Fig. 1: routing congestion map
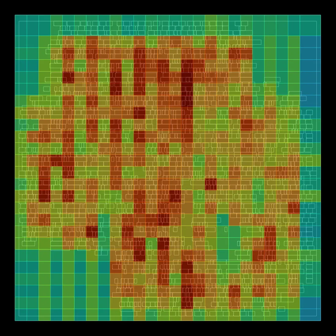
Fig. 2: wiring by layer
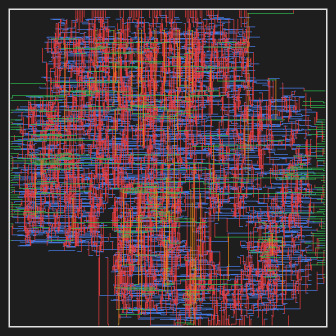
Fig. 3: metal 3
Scale bar: 50 um.
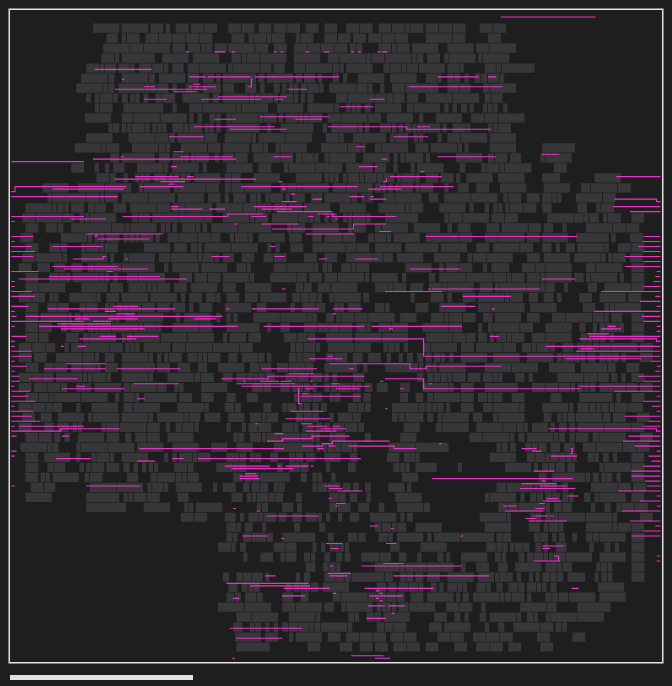
Fig. 4: signal wires on met2
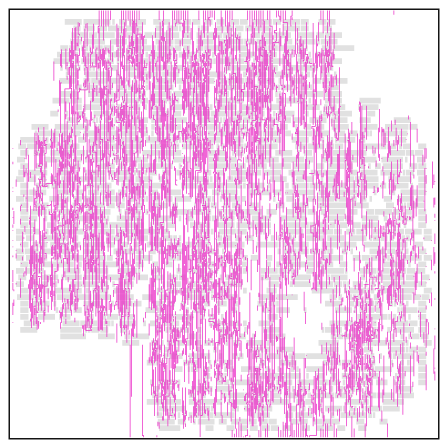
Fig. 5: clock distribution
Scale bar: 50 um.
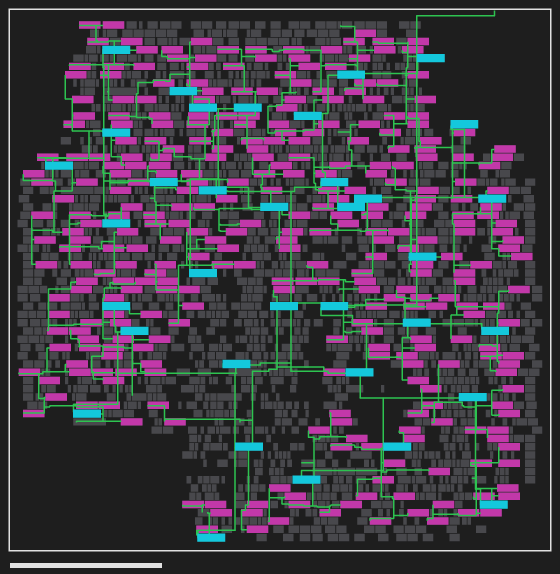
## src/rtl/output_store_pkg.sv

```systemverilog
// Shared types and helpers for the output line packer: FSM state encoding,
// a constant-capable clog2 and the lane mask generator used for partial lines.
package output_store_pkg;

    typedef enum logic [1:0] {
        ST_IDLE,
        ST_FILL,
        ST_FLUSH,
        ST_DONE
    } state_e;

    // Upper bound on ELEMS supported by the mask helper.
    localparam int MAX_ELEMS = 64;

    function automatic int clog2(input int value);
        int result;
        int rem;
        result = 0;
        rem    = value - 1;
        while (rem > 0) begin
            result = result + 1;
            rem    = rem >> 1;
        end
        return result;
    endfunction

    // lane_cnt must be able to hold the value ELEMS itself.
    function automatic int lane_cnt_width(input int elems);
        return clog2(elems + 1);
    endfunction

    // Low-n ones; with msb_first the run is mirrored to the top n lanes of elems.
    function automatic logic [MAX_ELEMS-1:0] mask_from_count(input int n, input int elems,
                                                             input bit msb_first);
        logic [MAX_ELEMS-1:0] mask;
        int                   fill;
        fill = (n < 0) ? 0 : ((n > elems) ? elems : n);
        mask = (MAX_ELEMS'(1) << fill) - MAX_ELEMS'(1);
        if (msb_first) begin
            mask = mask << (elems - fill);
        end
        return mask;
    endfunction

endpackage

```

## src/rtl/output_lane_insert.sv

```systemverilog
// Combinational lane writer: places one element into the pack register at the
// lane selected by the fill index and the configured fill order.
module output_lane_insert
    import output_store_pkg::*;
#(
    parameter int ELEM_W    = 8,
    parameter int ELEMS     = 16,
    parameter int MSB_FIRST = 1,
    parameter int CNT_W     = lane_cnt_width(ELEMS)
) (
    input  logic [ELEM_W*ELEMS-1:0] pack_in,
    input  logic [CNT_W-1:0]        lane_idx,
    input  logic [ELEM_W-1:0]       elem,
    output logic [ELEM_W*ELEMS-1:0] pack_out
);

    logic [CNT_W-1:0] lane;

    // NOTE: every output gets a default before the loop so no latch is inferred.
    always_comb begin
        lane     = (MSB_FIRST != 0) ? CNT_W'(ELEMS - 1) - lane_idx : lane_idx;
        pack_out = pack_in;
        for (int i = 0; i < ELEMS; i++) begin
            if (lane == CNT_W'(i)) begin
                pack_out[i*ELEM_W +: ELEM_W] = elem;
            end
        end
    end

endmodule

```

## src/rtl/output_line_packer.sv

```systemverilog
// Packs a valid/ready element stream into ELEMS-lane lines and writes each line,
// plus a masked partial line at frame end, through a single holding register.
module output_line_packer
    import output_store_pkg::*;
#(
    parameter int ELEM_W    = 8,
    parameter int ELEMS     = 16,
    parameter int ADDR_W    = 16,
    parameter int MSB_FIRST = 1,
    localparam int LINE_W   = ELEM_W * ELEMS
) (
    input  logic              clock,
    input  logic              reset,
    input  logic              start_in,
    input  logic [ADDR_W-1:0] base_addr,
    input  logic              result_valid,
    input  logic [ELEM_W-1:0] result_in,
    output logic              result_ready,
    output logic [LINE_W-1:0] write_bus,
    output logic [ADDR_W-1:0] write_address,
    output logic [ELEMS-1:0]  write_mask,
    output logic              write_enable,
    input  logic              write_ready,
    output logic              frame_done,
    output logic [ADDR_W-1:0] line_count
);

    localparam int CNT_W = lane_cnt_width(ELEMS);

    state_e            state_q,      state_d;
    logic [ADDR_W-1:0] addr_ptr_q,   addr_ptr_d;
    logic [CNT_W-1:0]  lane_cnt_q,   lane_cnt_d;
    logic [LINE_W-1:0] pack_q,       pack_d;
    logic [LINE_W-1:0] wr_bus_q,     wr_bus_d;
    logic [ADDR_W-1:0] wr_addr_q,    wr_addr_d;
    logic [ELEMS-1:0]  wr_mask_q,    wr_mask_d;
    logic              wr_en_q,      wr_en_d;
    logic              frame_done_q, frame_done_d;
    logic [ADDR_W-1:0] line_cnt_q,   line_cnt_d;

    logic [LINE_W-1:0] pack_ins;
    logic              hold_free;
    logic              lane_last;
    logic              accept;

    output_lane_insert #(
        .ELEM_W    (ELEM_W),
        .ELEMS     (ELEMS),
        .MSB_FIRST (MSB_FIRST),
        .CNT_W     (CNT_W)
    ) u_lane_insert (
        .pack_in  (pack_q),
        .lane_idx (lane_cnt_q),
        .elem     (result_in),
        .pack_out (pack_ins)
    );

    always_comb begin
        state_d      = state_q;
        addr_ptr_d   = addr_ptr_q;
        lane_cnt_d   = lane_cnt_q;
        pack_d       = pack_q;
        wr_bus_d     = wr_bus_q;
        wr_addr_d    = wr_addr_q;
        wr_mask_d    = wr_mask_q;
        wr_en_d      = wr_en_q;
        frame_done_d = 1'b0;
        line_cnt_d   = line_cnt_q;

        // The holding register can take a new line in the same cycle it drains.
        hold_free = !wr_en_q || write_ready;
        if (wr_en_q && write_ready) begin
            wr_en_d = 1'b0;
        end

        // Only the line-completing element needs a free holding register.
        lane_last    = (lane_cnt_q == CNT_W'(ELEMS - 1));
        result_ready = (state_q == ST_FILL) && start_in && !(lane_last && wr_en_q && !write_ready);
        accept       = result_valid && result_ready;

        unique case (state_q)
            ST_IDLE: begin
                if (start_in) begin
                    state_d    = ST_FILL;
                    addr_ptr_d = base_addr;
                    lane_cnt_d = '0;
                    line_cnt_d = '0;
                    pack_d     = '0;
                end
            end
            ST_FILL: begin
                if (accept) begin
                    if (lane_last) begin
                        wr_bus_d   = pack_ins;
                        wr_mask_d  = '1;
                        wr_addr_d  = addr_ptr_q;
                        wr_en_d    = 1'b1;
                        addr_ptr_d = addr_ptr_q + ADDR_W'(1);
                        line_cnt_d = line_cnt_q + ADDR_W'(1);
                        lane_cnt_d = '0;
                        pack_d     = '0;
                    end else begin
                        pack_d     = pack_ins;
                        lane_cnt_d = lane_cnt_q + CNT_W'(1);
                    end
                end
                if (!start_in) begin
                    state_d = (lane_cnt_q != '0) ? ST_FLUSH : ST_DONE;
                end
            end
            ST_FLUSH: begin
                if (hold_free) begin
                    wr_bus_d   = pack_q;
                    wr_mask_d  = ELEMS'(mask_from_count(int'(lane_cnt_q), ELEMS, MSB_FIRST != 0));
                    wr_addr_d  = addr_ptr_q;
                    wr_en_d    = 1'b1;
                    addr_ptr_d = addr_ptr_q + ADDR_W'(1);
                    line_cnt_d = line_cnt_q + ADDR_W'(1);
                    lane_cnt_d = '0;
                    pack_d     = '0;
                    state_d    = ST_DONE;
                end
            end
            ST_DONE: begin
                if (hold_free) begin
                    frame_done_d = 1'b1;
                    state_d      = ST_IDLE;
                end
            end
            default: state_d = ST_IDLE;
        endcase
    end

    // NOTE: sequential state uses non-blocking assignments only, so every flop
    // samples its _d value from before the edge regardless of block ordering.
    always_ff @(posedge clock) begin
        if (reset) begin
            state_q      <= ST_IDLE;
            addr_ptr_q   <= '0;
            lane_cnt_q   <= '0;
            pack_q       <= '0;
            wr_bus_q     <= '0;
            wr_addr_q    <= '0;
            wr_mask_q    <= '0;
            wr_en_q      <= 1'b0;
            frame_done_q <= 1'b0;
            line_cnt_q   <= '0;
        end else begin
            state_q      <= state_d;
            addr_ptr_q   <= addr_ptr_d;
            lane_cnt_q   <= lane_cnt_d;
            pack_q       <= pack_d;
            wr_bus_q     <= wr_bus_d;
            wr_addr_q    <= wr_addr_d;
            wr_mask_q    <= wr_mask_d;
            wr_en_q      <= wr_en_d;
            frame_done_q <= frame_done_d;
            line_cnt_q   <= line_cnt_d;
        end
    end

    assign write_bus     = wr_bus_q;
    assign write_address = wr_addr_q;
    assign write_mask    = wr_mask_q;
    assign write_enable  = wr_en_q;
    assign frame_done    = frame_done_q;
    assign line_count    = line_cnt_q;

endmodule
```

## config.mk

```make
export PLATFORM = sky130hd
export DESIGN_NAME = output_line_packer
export DESIGN_NICKNAME = d
export VERILOG_FILES = /design/src/rtl/output_store_pkg.sv /design/src/rtl/output_lane_insert.sv /design/src/rtl/output_line_packer.sv
export SDC_FILE = /design/constraint.sdc
export NUM_CORES = 1
export LEC_CHECK = 0
export CAP_MARGIN = 10
export CORE_MARGIN = 2
export CORE_UTILIZATION = 50
export CTS_CLUSTER_DIAMETER = 120
export DETAILED_ROUTE_END_ITERATION = 16
export PLACE_DENSITY = 0.85
export SLEW_MARGIN = 20
export SYNTH_ARGS = -nofsm -noshare
export SYNTH_HDL_FRONTEND = slang
export SYNTH_SLANG_ARGS = --single-unit
```

## constraint.sdc

```tcl
create_clock -name clock -period 7.2 [get_ports clock]
set_clock_uncertainty 0.15 [all_clocks]
set_input_delay 1.8 -clock clock [delete_from_list [all_inputs] [get_ports clock]]
set_output_delay 1.8 -clock clock [all_outputs]
set_load 0.02 [all_outputs]
```

==> results_tabular.tex <==
% Generated from flow reports
\begin{tabular}{lr}
\hline
Metric & Value \\
\hline
\multicolumn{2}{l}{\textbf{Outcome}} \\
Outcome & completed \\
\multicolumn{2}{l}{\textbf{Flow run}} \\
Max-cap violations & 0 \\
OpenROAD warnings & 37 \\
\multicolumn{2}{l}{\textbf{Timing}} \\
Ratio of final minimum period to clock period & about three quarters \\
Setup violations, final & 0 \\
Total count of max-transition violations in the final report & 0 \\
RSZ-0062 raised after global routing & false \\
Clock period minus final worst setup slack & around 5.5 ns \\
Max transition margin & between 20\% and 30\% \\
Upper clock frequency limit & approximately 180 MHz \\
Final hold viol count & 0 \\
Total negative slack for setup checks & 0 ns \\
\multicolumn{2}{l}{\textbf{Floorplan}} \\
Io pins & between 200 and 250 \\
Count of standard-cell rows & 63 \\
DIE HEIGHT & between 150 and 200 um \\
Chip Area & roughly 32,000 um\^{}2 \\
Share of the core filled by cells before placement & 50.9\% \\
X dimension of the die & approximately 180 um \\
\multicolumn{2}{l}{\textbf{Power}} \\
Total Power & about 6.9 mW \\
Peak ir drop on the vdd network & approximately 230 uV \\
Leak Pwr & around 7 nW \\
\multicolumn{2}{l}{\textbf{Logic synthesis}} \\
Ys Warns & 0 \\
Post-synthesis instance area & about 15,000 um\^{}2 \\
Sequential-to-total area share from yosys stat & 43.7\% \\
Cell count after synthesis & roughly 1.8k \\
Post-synth ARST share & 0\% \\
Most common library cells after synthesis & 329 x dfxtp\_1, 329 x nor2\_1, 178 x nand2\_1 \\
Largest cells by area after synthesis & dfxtp\_1 44\%, mux2i\_1 11\%, nor2\_1 8.2\%, a311oi\_1 4.9\%, nand2\_1 4.4\% \\
Flip-flop cell with the highest count after synthesis & dfxtp\_1 \\
And-or/or-and share of the synthesized area & about 16\% \\
Main combinational cell family by area after synthesis & simple AND/OR/NAND/NOR gates \\
Area leader, netlist & dfxtp\_1 \\
Post-synth regs & between 300 and 400 \\
Post-synthesis share of cell area spent on full adders, half adders and majority gates & about 1.4\% \\
Yosys cell types & approximately 70 \\
And+or+nand+nor area frac & a little over a fifth \\
Number of synthesized flops with an enable pin & 0 \\
Proportion of synthesized area in mux cells & a little under an eighth \\
\multicolumn{2}{l}{\textbf{Route}} \\
Routed metal-1 wirelength & 18,600 um \\
Vias & approximately 14k \\
Post-DRT Antenna Nets & 0 \\
Drt pass-1 iters & 8 \\
Total length of routed met2 wires & roughly 20,000 um \\
Average detailed-routed wire length per instance & 18.9 um \\
Via density & between 6 and 7 \\
\multicolumn{2}{l}{\textbf{CTS}} \\
Resized Gates After CTS & 0 \\
H-tree levels & 2 \\
TritonCTS clock tree & done \\
Number of hold-repair buffers added at the cts stage & 0 \\
Buffer levels on the longest clock path & 3 \\
Sinks on Clock Net & 329 \\
Clock Tree Root & clkbuf\_16 \\
Number of post-CTS setup repair buffers & 0 \\
\multicolumn{2}{l}{\textbf{Cells and area}} \\
Number of antenna repair diodes & 0 \\
End-of-flow core utilization & 62.2\% \\
Most numerous logic cells after layout & 329 x nor2\_1, 329 x dfxtp\_1, 206 x clkdlybuf4s50\_1 \\
Final \#Nets & around 1.9k \\
\multicolumn{2}{l}{\textbf{Global routing}} \\
Initial antenna violation count & 0 \\
Via count of the first global-routing pass & 13.3k \\
Global-route wire length before repair & approximately 70,000 um \\
Largest net degree at the start of global routing & approximately 200 \\
Residual overflow from global routing & 0 \\
All-Layer GR Usage & about a quarter \\
\multicolumn{2}{l}{\textbf{Setup path}} \\
Worst R2R Start & lane\_cnt\_q[4]\$\_SDFFE\_PP0P\_ \\
Cell breakdown of the critical path & clkdlybuf4s50\_1, nand2b\_1, or3\_1, and3\_1, clkdlybuf4s50\_1 \\
R2R depth & 13 \\
Worst setup path class & in -> out \\
Required time of the critical path & about 5.3 ns \\
Crit-path leading delay family & buffers and inverters \\
Most common cell on crit path & clkdlybuf4s50\_1 \\
Type of element launching the critical path & input port \\
Buffering stage count on the worst path with inverters included & 2 \\
Worst path arrival time & around 3.6 ns \\
Delay of the slowest critical-path stage & $\sim$0.53 ns \\
\multicolumn{2}{l}{\textbf{Placed design}} \\
GP Congestion & about 0.9 \\
Post-DP HPWL & 27,800 um \\
Port Buf Inserts & between 200 and 250 \\
\multicolumn{2}{l}{\textbf{Hold path}} \\
End point of the worst hold path & write\_address[5]\$\_SDFFE\_PP0P\_ \\
Launch instance of the worst min-delay path & write\_address[5]\$\_SDFFE\_PP0P\_ \\
\hline
\end{tabular}
About Fig. 1:
global routing usage on met2: 42.5%
M3 GR Usage: 4.39%
global routing's busiest layer: met2

About Fig. 2:
[blue] met1 | wire length: 18,600 um
[orange] met4 | wire length: 1,740 um
[red] met2 | wire length: 20.1 mm
[green] met3 | wire length: 3,400 um

About Fig. 3:
wire length on this layer: 3,400 um
main direction: horizontal
nets with wire on the layer: 266
longest straight run: 64.4 um
share of all routed wire: 7.7%

About Fig. 4:
main direction: vertical
longest straight run: 56.6 um
share of all routed wire: 46%
nets with wire on the layer: 1,652
wire length on this layer: 20.1 mm

About Fig. 5:
[green] clock wires | length: 3,790 um
[magenta] flip-flops | count: 329
[cyan] cells driving clock nets | count: 35
routed clock nets: 36
flops lie: all over the die

==> worst min-delay path: stages (launching register included) <==
cell	delay [ns]
dfxtp_1	0.30
nand2_1	0.05
a21oi_1	0.05
==> through the flow <==
step / worst slack, ns / area [um^2] / hold WS (ns) / instances
after floorplan: 2.68 / 15100 / 0.286 / 1789
final: 1.69 / 18400 / 0.303 / 2317
after detailed placement: 1.74 / 17200 / 0.298 / 2254
after global routing: 1.67 / 18400 / 0.327 / 2317
after global placement: 1.74 / 17200 / 0.295 / 2254
after CTS: 1.72 / 18400 / 0.306 / 2317
==> where the power goes <==
| part | total, mW | internal (mW) | leakage (nW) | switching (mW) |
|---|---|---|---|---|
| logic | 2.66 | 1.00 | 3.75 | 1.65 |
| registers | 2.37 | 2.13 | 2.66 | 0.243 |
| clock network | 1.88 | 1.12 | 0.598 | 0.761 |
| total | 6.91 | 4.25 | 7.01 | 2.66 |
==> worst max-delay path by stage <==
stage / to / cells after the start / from
after CTS: result_ready / 5 / write_ready
after floorplan: result_ready / 3 / write_ready
after global placement: result_ready / 5 / write_ready
after detailed placement: result_ready / 5 / write_ready
after global routing: result_ready / 5 / write_ready
final: result_ready / 5 / write_ready
==> final cells by class <==
class	instances	area, um^2
Timing Repair Buffer	231	2280
Fill cell	2471	11200
Clock inverter	12	188
Tap cell	390	488
Multi-Input combinational cell	1281	7780
Clock buffer	51	1040
Sequential cell	329	6590
Inverter	23	86.3
==> flip-flops by register name, indices dropped and copies added (netlist names) <==
name	count
write_address	16
write_bus	128
line_count	16
write_enable	1
addr_ptr_q	16
lane_cnt_q	5
state_q	2
write_mask	16
pack_q	128
frame_done	1
No activity file was given, so power comes from the tool's default toggle rates.
